### Clock routing, run 1

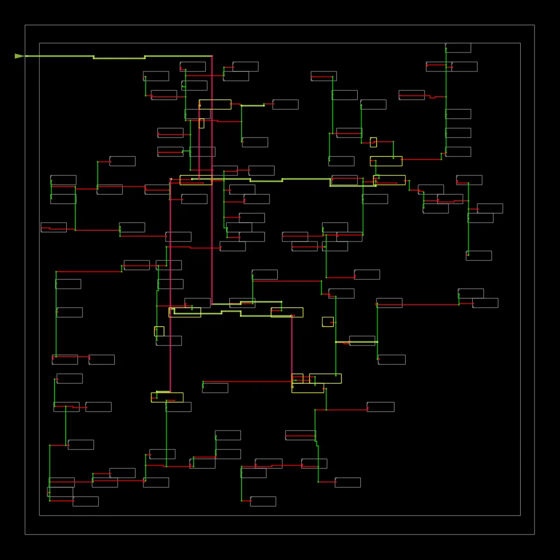
### Zoomed window, run 1

Bar = 5 µm. Region (63, 93) to (83, 113) µm. Cells in grey, sequential cells in the stronger grey; small squares are vias.
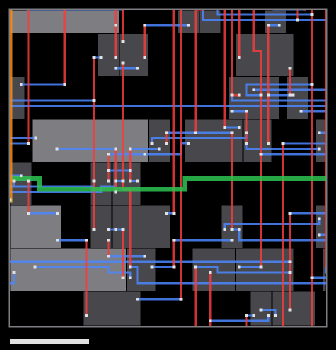
### Pin map, run 1

Bar = 50 µm. Pins as bars across the die edge, other pins in grey.
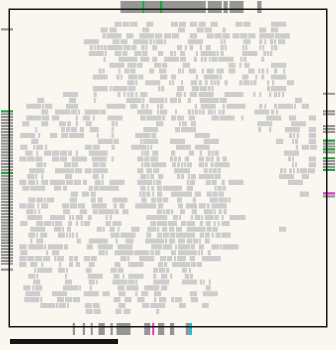
## src/rtl/sd_host_pkg.sv

```systemverilog
// Shared types and helpers for the sd_host register-set port and its initiator.
// Holds the access-size encoding, master FSM states and the byte-lane steering functions.
package sd_host_pkg;

    localparam int REG_ADDR_W = 8;
    localparam int REG_DATA_W = 32;

    typedef enum logic [1:0] {
        REQ_NONE = 2'b00,
        REQ_BYTE = 2'b01,
        REQ_HALF = 2'b10,
        REQ_WORD = 2'b11
    } req_size_t;

    typedef enum logic [1:0] {
        ST_IDLE = 2'b00,
        ST_BUS  = 2'b01,
        ST_RESP = 2'b10
    } master_state_t;

    // Accesses must be naturally aligned; REQ_NONE is never a legal command size.
    function automatic logic size_addr_ok(input req_size_t size, input logic [1:0] lane);
        case (size)
            REQ_BYTE: return 1'b1;
            REQ_HALF: return ~lane[0];
            REQ_WORD: return (lane == 2'b00);
            default:  return 1'b0;
        endcase
    endfunction

    function automatic logic [REG_DATA_W-1:0] lane_replicate(input req_size_t size,
                                                             input logic [REG_DATA_W-1:0] wdata);
        case (size)
            REQ_BYTE: return {4{wdata[7:0]}};
            REQ_HALF: return {2{wdata[15:0]}};
            default:  return wdata;
        endcase
    endfunction

    function automatic logic [REG_DATA_W-1:0] lane_extract(input req_size_t size,
                                                           input logic [1:0] lane,
                                                           input logic [REG_DATA_W-1:0] data);
        logic [REG_DATA_W-1:0] shifted;
        shifted = '0;
        case (size)
            REQ_BYTE: begin
                shifted = data >> {lane, 3'b000};
                return {24'b0, shifted[7:0]};
            end
            REQ_HALF: begin
                shifted = data >> {lane[1], 4'b0000};
                return {16'b0, shifted[15:0]};
            end
            default: return data;
        endcase
    endfunction

endpackage

```

## src/rtl/sd_reg_master.sv

```systemverilog
// Register-port initiator: one command in, one held bus access, one response out.
// Illegal commands answer with an error without touching the bus; a silent target times out.
module sd_reg_master
    import sd_host_pkg::*;
#(
    parameter int TIMEOUT_CYCLES = 255
) (
    input  logic                  clk,
    input  logic                  reset,
    input  logic                  cmd_valid,
    output logic                  cmd_ready,
    input  logic                  cmd_wnr,
    input  logic [1:0]            cmd_size,
    input  logic [REG_ADDR_W-1:0] cmd_addr,
    input  logic [REG_DATA_W-1:0] cmd_wdata,
    output logic                  rsp_valid,
    input  logic                  rsp_ready,
    output logic [REG_DATA_W-1:0] rsp_rdata,
    output logic                  rsp_err,
    output logic                  wnr,
    output logic [1:0]            req,
    output logic [REG_ADDR_W-1:0] address,
    output logic [REG_DATA_W-1:0] data_out,
    input  logic                  ack,
    input  logic [REG_DATA_W-1:0] data_in,
    output master_state_t         dbg_state
);

    // Handshakes: a command transfers on a rising edge with cmd_valid & cmd_ready, a response
    // on a rising edge with rsp_valid & rsp_ready; rsp_* stay stable while rsp_valid waits.

    localparam logic [15:0] TMO_LAST = 16'(TIMEOUT_CYCLES - 1);

    master_state_t state;
    req_size_t     req_q;
    req_size_t     size_in;
    logic [15:0]   tmo_cnt;

    assign size_in   = req_size_t'(cmd_size);
    assign req       = req_q;
    assign dbg_state = state;

    always_ff @(posedge clk) begin
        if (reset) begin
            state     <= ST_IDLE;
            cmd_ready <= 1'b1;
            rsp_valid <= 1'b0;
            rsp_rdata <= '0;
            rsp_err   <= 1'b0;
            req_q     <= REQ_NONE;
            wnr       <= 1'b0;
            address   <= '0;
            data_out  <= '0;
            tmo_cnt   <= '0;
        end else begin
            case (state)
                ST_IDLE: begin
                    if (cmd_valid) begin
                        cmd_ready <= 1'b0;
                        if (size_addr_ok(size_in, cmd_addr[1:0])) begin
                            state    <= ST_BUS;
                            req_q    <= size_in;
                            wnr      <= cmd_wnr;
                            address  <= cmd_addr;
                            data_out <= lane_replicate(size_in, cmd_wdata);
                            tmo_cnt  <= '0;
                        end else begin
                            state     <= ST_RESP;
                            rsp_valid <= 1'b1;
                            rsp_err   <= 1'b1;
                            rsp_rdata <= '0;
                        end
                    end
                end
                ST_BUS: begin
                    // Ack is checked before the limit so a completion on the last cycle still succeeds.
                    if (ack) begin
                        state     <= ST_RESP;
                        req_q     <= REQ_NONE;
                        rsp_valid <= 1'b1;
                        rsp_err   <= 1'b0;
                        rsp_rdata <= wnr ? '0 : lane_extract(req_q, address[1:0], data_in);
                    end else if (tmo_cnt == TMO_LAST) begin
                        state     <= ST_RESP;
                        req_q     <= REQ_NONE;
                        rsp_valid <= 1'b1;
                        rsp_err   <= 1'b1;
                        rsp_rdata <= '0;
                    end else begin
                        tmo_cnt <= tmo_cnt + 16'd1;
                    end
                end
                ST_RESP: begin
                    if (rsp_ready) begin
                        state     <= ST_IDLE;
                        rsp_valid <= 1'b0;
                        rsp_err   <= 1'b0;
                        rsp_rdata <= '0;
                        cmd_ready <= 1'b1;
                    end
                end
                default: begin
                    state     <= ST_IDLE;
                    cmd_ready <= 1'b1;
                    rsp_valid <= 1'b0;
                    req_q     <= REQ_NONE;
                end
            endcase
        end
    end

endmodule

```

## config.mk

```make
export PLATFORM = sky130hd
export DESIGN_NAME = sd_reg_master
export DESIGN_NICKNAME = d
export VERILOG_FILES = /design/src/rtl/sd_host_pkg.sv /design/src/rtl/sd_reg_master.sv
export SDC_FILE = /design/constraint.sdc
export NUM_CORES = 1
export LEC_CHECK = 0
export CORE_MARGIN = 4
export CORE_UTILIZATION = 25
export CTS_BUF_LIST = sky130_fd_sc_hd__clkbuf_16
export DETAILED_ROUTE_END_ITERATION = 10
export PLACE_DENSITY = 0.5
export SETUP_SLACK_MARGIN = 0.05
export SYNTH_ARGS = -nofsm -noshare
export SYNTH_HDL_FRONTEND = slang
export SYNTH_SLANG_ARGS = --single-unit
```

## constraint.sdc

```tcl
create_clock -name clk -period 2.1 [get_ports clk]
set_input_delay 0.42 -clock clk [delete_from_list [all_inputs] [get_ports clk]]
set_output_delay 0.42 -clock clk [all_outputs]
set_load 0.05 [all_outputs]
```

==> run summary, run 1 <==
flow finished, numbers: FF+latch area 0.001929 mm², outcome complete, no violations, clock power share 27.0%, DP Cell Count 1,025, ys async rst share 0%, RSZ-0062 raised after global routing yes, hold path endpoint dbg_state[1], WL per Instance 16.46 µm, Complex Gates by Area 21.01%, Post-CTS Hold Buffers 0, Pwr Density 755.2 mW/mm², Via-to-Cell Ratio 4.717, core footprint 0.01883 mm², layout cells sized above 1 16.50%, Sequential Power Share 34.6%, top cells, area dfxtp_1, nand2_1, mux2i_1, Adder Area Share 2.603%, worst path bufs/invs 1, Mapped Area 0.004806 mm², Largest logic family simple AND/OR/NAND/NOR gates, Worst Setup End Kind output pin, Hold Path Depth 2, Hold Violations, Final 0, Mapped Cells 593, Static Leak 2.776 nW, Post-DP HPWL 13.03 mm, Cell variety after synth 49, nonclk buf count 228, Final Non-Filler Cells 1,054, H-tree levels 3, max_slew headroom 62.06%, clock transition at the registers of the reported paths 0.07 ns, die height 146.7 µm, cell taking the most area after synthesis dfxtp_1, antenna violations before repair 1, Max VDD drop 0.4300 mV, Fin Setup TNS 0 ns, CP Max Fanout 4, max_cap viols 0, pin count of the biggest net entering global routing 46, die width 146.7 µm, final net count 881, DRT Pass-1 Iters 4, simple share 21.48%, Antenna diodes 0, CP required 1.68 ns, combinational share of cell area 35.30%, met3 Use GR 5.090%, Overflow after GRT 0, row count 50, DIE AREA 0.02151 mm², CP Class reg -> out, n_taps 260, # port buffers 159, overall power 5.749 mW, Critical Path Max Stage Delay 0.84 ns, Mapped Nets 683, Worst setup startpoint dbg_state[0], Max-area cell class multi-input combinational cells, Area Overhead vs Synth 58.42%, Worst-Margin Slew 0.5674 ns, M1 wire length 7.250 mm, area fraction in xor and xnor cells 0.7290%, Final GP Congestion 0.8255, DR vias 4,972, area reported by Yosys stat 0.004806 mm², total sequential power 1.99 mW, nonclk inv count 39, Post-Route WL 17.35 mm, Reg2Reg Depth 10, Switching Fraction 35.39%, Clock Path Buffers 2, CP Launch Type register, hold path start reset, min-delay worst type in -> reg, OpenROAD warning count 35, Clock Root Buffer clkbuf_16, Core Util, Final 40.43%, Sw Pwr 2.035 mW, Crit Reg-Reg Endpoint rsp_rdata[25], Data buffer area share 29.60%, WL met3 1.099 mm, dpl ws -0.6246 ns, Final Max Slew Viols 0, yosys cell count 593, min cycle time layout 1.990 ns, DRC Markers 0, most numerous logic cells after layout clkdlybuf4s50_1, nand2_1, dfxtp_1, fp util 25.52%, Slowest cell on crit path clkdlybuf4s50_1, vias in the first global route 5,133, final worst slack 0.1103 ns, combinational share of power 38.4%, met1 Use GR 18.16%, Highest Clock Rate 0.5026 GHz, met2 usage 26.46%, area share, top type 39.99%, Iter 0 DRT Violations 161, dpl cell area 0.007030 mm², Top pwr grp combinational cells, RR Startpoint tmo_cnt[0], ys flops 96, CTS tree yes, ys flop type dfxtp_1, Met2 Wirelength 8.657 mm, syn avg cell area 8.104 µm², Critical Path End dbg_state[0], uppermost layer routed met5, MI comb area 0.002688 mm², flip-flops 96, clk sink count 96, Cell Chain, Critical Path clkdlybuf4s50_1, Filler cells 1,886, Crit path depth 1, global-route wire length before repair 26.79 mm, comb_multi_in 417, fin area 0.007614 mm², Cell Int Power 3.715 mW, MUX share of area 7.081%, R2R Setup Slk 0.12 ns, GRT busiest layer met2, Largest delay share family, worst path buffers and inverters, arrival time at the worst endpoint 1.57 ns, Seq area share 25.34%, GRT Overall Usage 15.42%, Min Hold Slack 0.3601 ns, Routed Antenna Nets 0, cycle use final 94.75%, Worst-Skew Late Latency 0.35 ns, Ys Warns 0
Back to the opening pictures, 'Clock routing':
setup clock skew after layout: 0.007810 ns
CTS Buf Count: 9
clock buffer count in the final layout: 9
Clk. pwr: 1.55 mW

Back to the opening pictures, 'Zoomed window':
legend:
  metal 2:
    colour: red
  metal 1:
    colour: blue
  metal 3:
    colour: green
  metal 4:
    colour: orange
most frequent: nand2_1 (8), clkdlybuf4s50_1 (5), a21oi_1 (4)
netlist names of flops here include: data_out (3)
sequential cells in the window: 3
cells with their middle in the window: 26

Back to the opening pictures, 'Pin map':
legend:
  dbg_state:
    colour: magenta
    pins: 2
    direction: output
    edge: 1 right, 1 bottom
  address:
    colour: green
    pins: 8
    direction: output
    edge: 4 right, 2 left, 2 top
  ack:
    colour: cyan
    pins: 1
    direction: input
    edge: bottom
all pins by edge: 61 top, 55 left, 26 bottom, 18 right

run 1: cells by family (layout without fill, tap and decap cells):
family | after synthesis | in the layout
simple gates | 224 | 224
compound gates | 145 | 145
flops | 96 | 96
buf+inv | 80 | 281
mux | 34 | 34
fa+ha+maj | 10 | 10
xor+xnor | 4 | 4
run 1: cell usage after synthesis (all sizes together), types with 5 or more instances:
master	number
clkbuf	25
inv	39
mux2i	34
nor2	34
a221oi	8
or3	15
a31oi	8
nor3b	9
o21ai	12
nor3	11
or4	8
a21oi	60
buf	16
a211oi	10
nand2	127
nand2b	5
a2bb2oi	8
dfxtp	96
o32ai	15
ha	10
run 1: what timing repair did:
item	CTS	global route
buffers inserted	4	7
cloned	0	4
gates resized	17	26
pin swaps	4	8
endpoints found under the setup margin	93	89
==> run 2: changes to the inputs <==
Settings changed: PLACE_DENSITY 0.5 to 0.57.
### Gate-type map, run 2

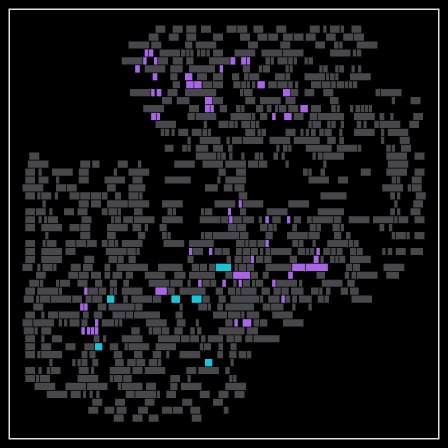
legend:
  AND-OR and OR-AND gates:
    colour: cyan
    cells: 6
    most_used: a21o_1
  NOR gates:
    colour: purple
    cells: 56
    most_used: nor2_1

==> run 2 against run 1 <==
Against the previous run: critical endpoint is now tmo_cnt[6]; register-to-register slack got worse by 0.03 ns; critical path depth rose by 6; clock-buffer cell count did not move; routed wire length fell by 2.9%; die size is the same; final cell count up 0.38%; non-clock buffer count rose by 2; first-iteration DRC count is 8.7% higher; sequential share of layout area is 0.11 points lower; critical path type is now in -> reg; sequential cell count is the same.
==> run summary, run 2 <==
flow finished, numbers: Sw Pwr 2.003 mW, DP Cell Count 1,033, Max VDD drop 0.4099 mV, CTS Buf Count 9, DRC Markers 0, fin area 0.007652 mm², Mapped Area 0.004806 mm², DRT Pass-1 Iters 4, # port buffers 159, Cell Chain, Critical Path clkdlybuf4s50_1 > inv_1 > o31ai_2 > o2bb2ai_2 > buf_12 > or4_1 > a21oi_2, worst path bufs/invs 3, Complex Gates by Area 21.01%, Clock Root Buffer clkbuf_16, Pwr Density 769.5 mW/mm², Core Util, Final 40.64%, Routed Antenna Nets 0, met1 Use GR 17.95%, combinational share of power 35.2%, cell taking the most area after synthesis dfxtp_1, Top pwr grp combinational cells, die height 146.7 µm, DR vias 4,878, Ys Warns 0, CP Max Fanout 9, antenna violations before repair 1, Filler cells 1,920, outcome complete, no violations, syn avg cell area 8.104 µm², Post-Route WL 16.86 mm, M1 wire length 7.242 mm, Fin Setup TNS 0 ns, Largest logic family simple AND/OR/NAND/NOR gates, Adder Area Share 2.603%, met3 Use GR 4.687%, MI comb area 0.002658 mm², max_cap viols 0, global-route wire length before repair 25.65 mm, Static Leak 2.825 nW, OpenROAD warning count 35, min cycle time layout 2.009 ns, Final Non-Filler Cells 1,058, final worst slack 0.09109 ns, CTS tree yes, fp util 25.52%, GRT Overall Usage 14.90%, Cell variety after synth 49, Min Hold Slack 0.4437 ns, Worst-Skew Late Latency 0.35 ns, final net count 883, layout cells sized above 1 16.31%, Mapped Cells 593, RSZ-0062 raised after global routing yes, Worst-Margin Slew 0.5711 ns, CP Class in -> reg, clock transition at the registers of the reported paths 0.07 ns, overall power 5.888 mW, CP required 2.39 ns, core footprint 0.01883 mm², Switching Fraction 34.02%, area reported by Yosys stat 0.004806 mm², Mapped Nets 683, dpl cell area 0.007111 mm², H-tree levels 3, Clk. pwr 1.82 mW, clk sink count 96, ys async rst share 0%
run 2: area by class of cell:
type | instances | area share (%)
Multi-Input combinational cell | 417 | 34.73
Timing Repair Buffer | 230 | 29.58
Sequential cell | 96 | 25.23
Tap cell | 260 | 4.251
Clock buffer | 9 | 2.943
Inverter | 39 | 2.011
Clock inverter | 6 | 1.226
Antenna cell | 1 | 0.03270
run 2: timing repair:
action,in CTS,in global routing
cloned,0,3
setup endpoints to repair,92,70
gates resized,6,31
pin swaps,3,4
setup buffers,0,6
run 2: worst paths after layout:
path | from | to | cells after the start
worst max register to register | tmo_cnt[11] | rsp_rdata[24] | 7
worst max-delay path | cmd_valid | tmo_cnt[6] | 7
worst min-delay path | cmd_ready | cmd_ready | 2
worst min register to register | cmd_ready | cmd_ready | 2
==> run 3: changes to the inputs <==
Settings changed: CAP_MARGIN set to 30.
### Clock routing, run 3

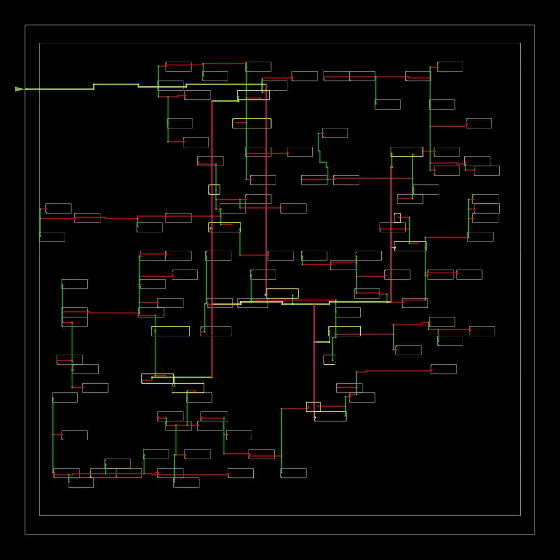
Clk. pwr: 1.82 mW
Worst-Skew Late Latency: 0.35 ns
flip-flops: 96
setup clock skew after layout: 0.006104 ns
clk sink count: 96

==> run 3 against run 2 <==
Against the previous run: utilization unchanged; sequential share of layout area unchanged; routed wire length unchanged; clock-buffer cell count unchanged; first-iteration DRC count unchanged; highest routed layer unchanged; critical endpoint unchanged; hold slack unchanged; critical path depth unchanged.
==> run summary, run 3 <==
flow finished, numbers: DP Cell Count 1,033, Post-DP HPWL 12.56 mm, Worst-Margin Slew 0.5711 ns, cycle use final 95.66%, Via-to-Cell Ratio 4.611, setup repair bufs after CTS 0, Sw Pwr 2.003 mW, dpl ws -0.5356 ns, Slowest cell on crit path clkdlybuf4s50_1, ys flops 96, hold path start cmd_ready, DRT Pass-1 Iters 4, most frequent cell after synthesis nand2_1, Core Util, Final 40.64%, Iter 0 DRT Violations 175, core footprint 0.01883 mm², # port buffers 159, Max VDD drop 0.4099 mV, Final GP Congestion 0.8016, Clock Root Buffer clkbuf_16, Hold Violations, Final 0, combinational share of power 35.2%, uppermost layer routed met4, clock transition at the registers of the reported paths 0.07 ns, top cells, area dfxtp_1, nand2_1, mux2i_1, most numerous logic cells after layout clkdlybuf4s50_1, nand2_1, dfxtp_1, Largest logic family simple AND/OR/NAND/NOR gates, GRT Overall Usage 14.90%, DIE AREA 0.02151 mm², Met2 Wirelength 8.191 mm, Final Max Slew Viols 0, Static Leak 2.825 nW, Critical Path Max Stage Delay 0.54 ns, Mapped Nets 683, RSZ-0062 raised after global routing yes, post-CTS sizing 6, Overflow after GRT 0, WL per Instance 15.93 µm, Final Non-Filler Cells 1,058, Mapped Area 0.004806 mm², WL met3 1.104 mm, Clock Path Buffers 2, Adder Area Share 2.603%, H-tree levels 3, CTS tree yes, dpl cell area 0.007111 mm², area fraction in xor and xnor cells 0.7290%, MUX share of area 7.081%, CP Class in -> reg, Area Overhead vs Synth 59.23%, Top pwr grp combinational cells, Switching Fraction 34.02%, min cycle time layout 2.009 ns, vias in the first global route 4,793, Cell Int Power 3.885 mW, fin area 0.007652 mm², Cell Chain, Critical Path clkdlybuf4s50_1 > inv_1 > o31ai_2 > o2bb2ai_2 > buf_12 > or4_1 > a21oi_2, OpenROAD warning count 35, Min Hold Slack 0.4437 ns, total sequential power 2.00 mW, clock power share 30.9%, yosys cell count 593, area reported by Yosys stat 0.004806 mm², max_slew headroom 61.80%, Post-Route WL 16.86 mm, syn avg cell area 8.104 µm², cell taking the most area after synthesis dfxtp_1, max_cap viols 0, Largest delay share family, worst path buffers and inverters, Filler cells 1,920, Worst setup startpoint cmd_valid, CTS Buf Count 9, Fin Setup TNS 0 ns, Complex Gates by Area 21.01%, area share, top type 39.99%, outcome complete, no violations, Post-synth top cells nand2_1, dfxtp_1, a21oi_1, ys async rst share 0%, Routed Antenna Nets 0, Mapped Cells 593, RR Startpoint tmo_cnt[11], Cell variety after synth 49, min-delay worst type reg -> reg, M1 wire length 7.242 mm, final worst slack 0.09109 ns, CP required 2.39 ns, global-route wire length before repair 25.65 mm, arrival time at the worst endpoint 2.30 ns, overall power 5.888 mW, final net count 883, pin count of the biggest net entering global routing 48, ys flop type dfxtp_1, simple share 21.48%, met1 Use GR 17.95%, antenna violations before repair 1, Highest Clock Rate 0.4978 GHz, row count 50, GRT busiest layer met2, Pwr Density 769.5 mW/mm², Worst Setup End Kind register
-- run 3: cell counts in the layout (fill, tap and decap cells not counted) --
No cell type changed its count.
-- run 3: final timing paths --
path | slack [ns] | cells past startpoint | end
worst max-delay path | 0.09 | 7 | tmo_cnt[6]
worst min-delay path | 0.44 | 2 | cmd_ready
worst max register to register | 0.09 | 7 | rsp_rdata[24]
worst min register to register | 0.44 | 2 | cmd_ready
-- run 3: cell type report --
class                      count  area, µm²  area share, %
antenna                        1      2.502        0.03270
clock buffer                   9      225.2          2.943
clock inverter                 6      93.84          1.226
inverter                      39      153.9          2.011
multi-input combinational    417       2658          34.73
sequential                    96       1931          25.23
tap                          260      325.3          4.251
timing repair buffer         230       2263          29.58
Power figures rest on the tool's default switching activity, not on a simulated workload.
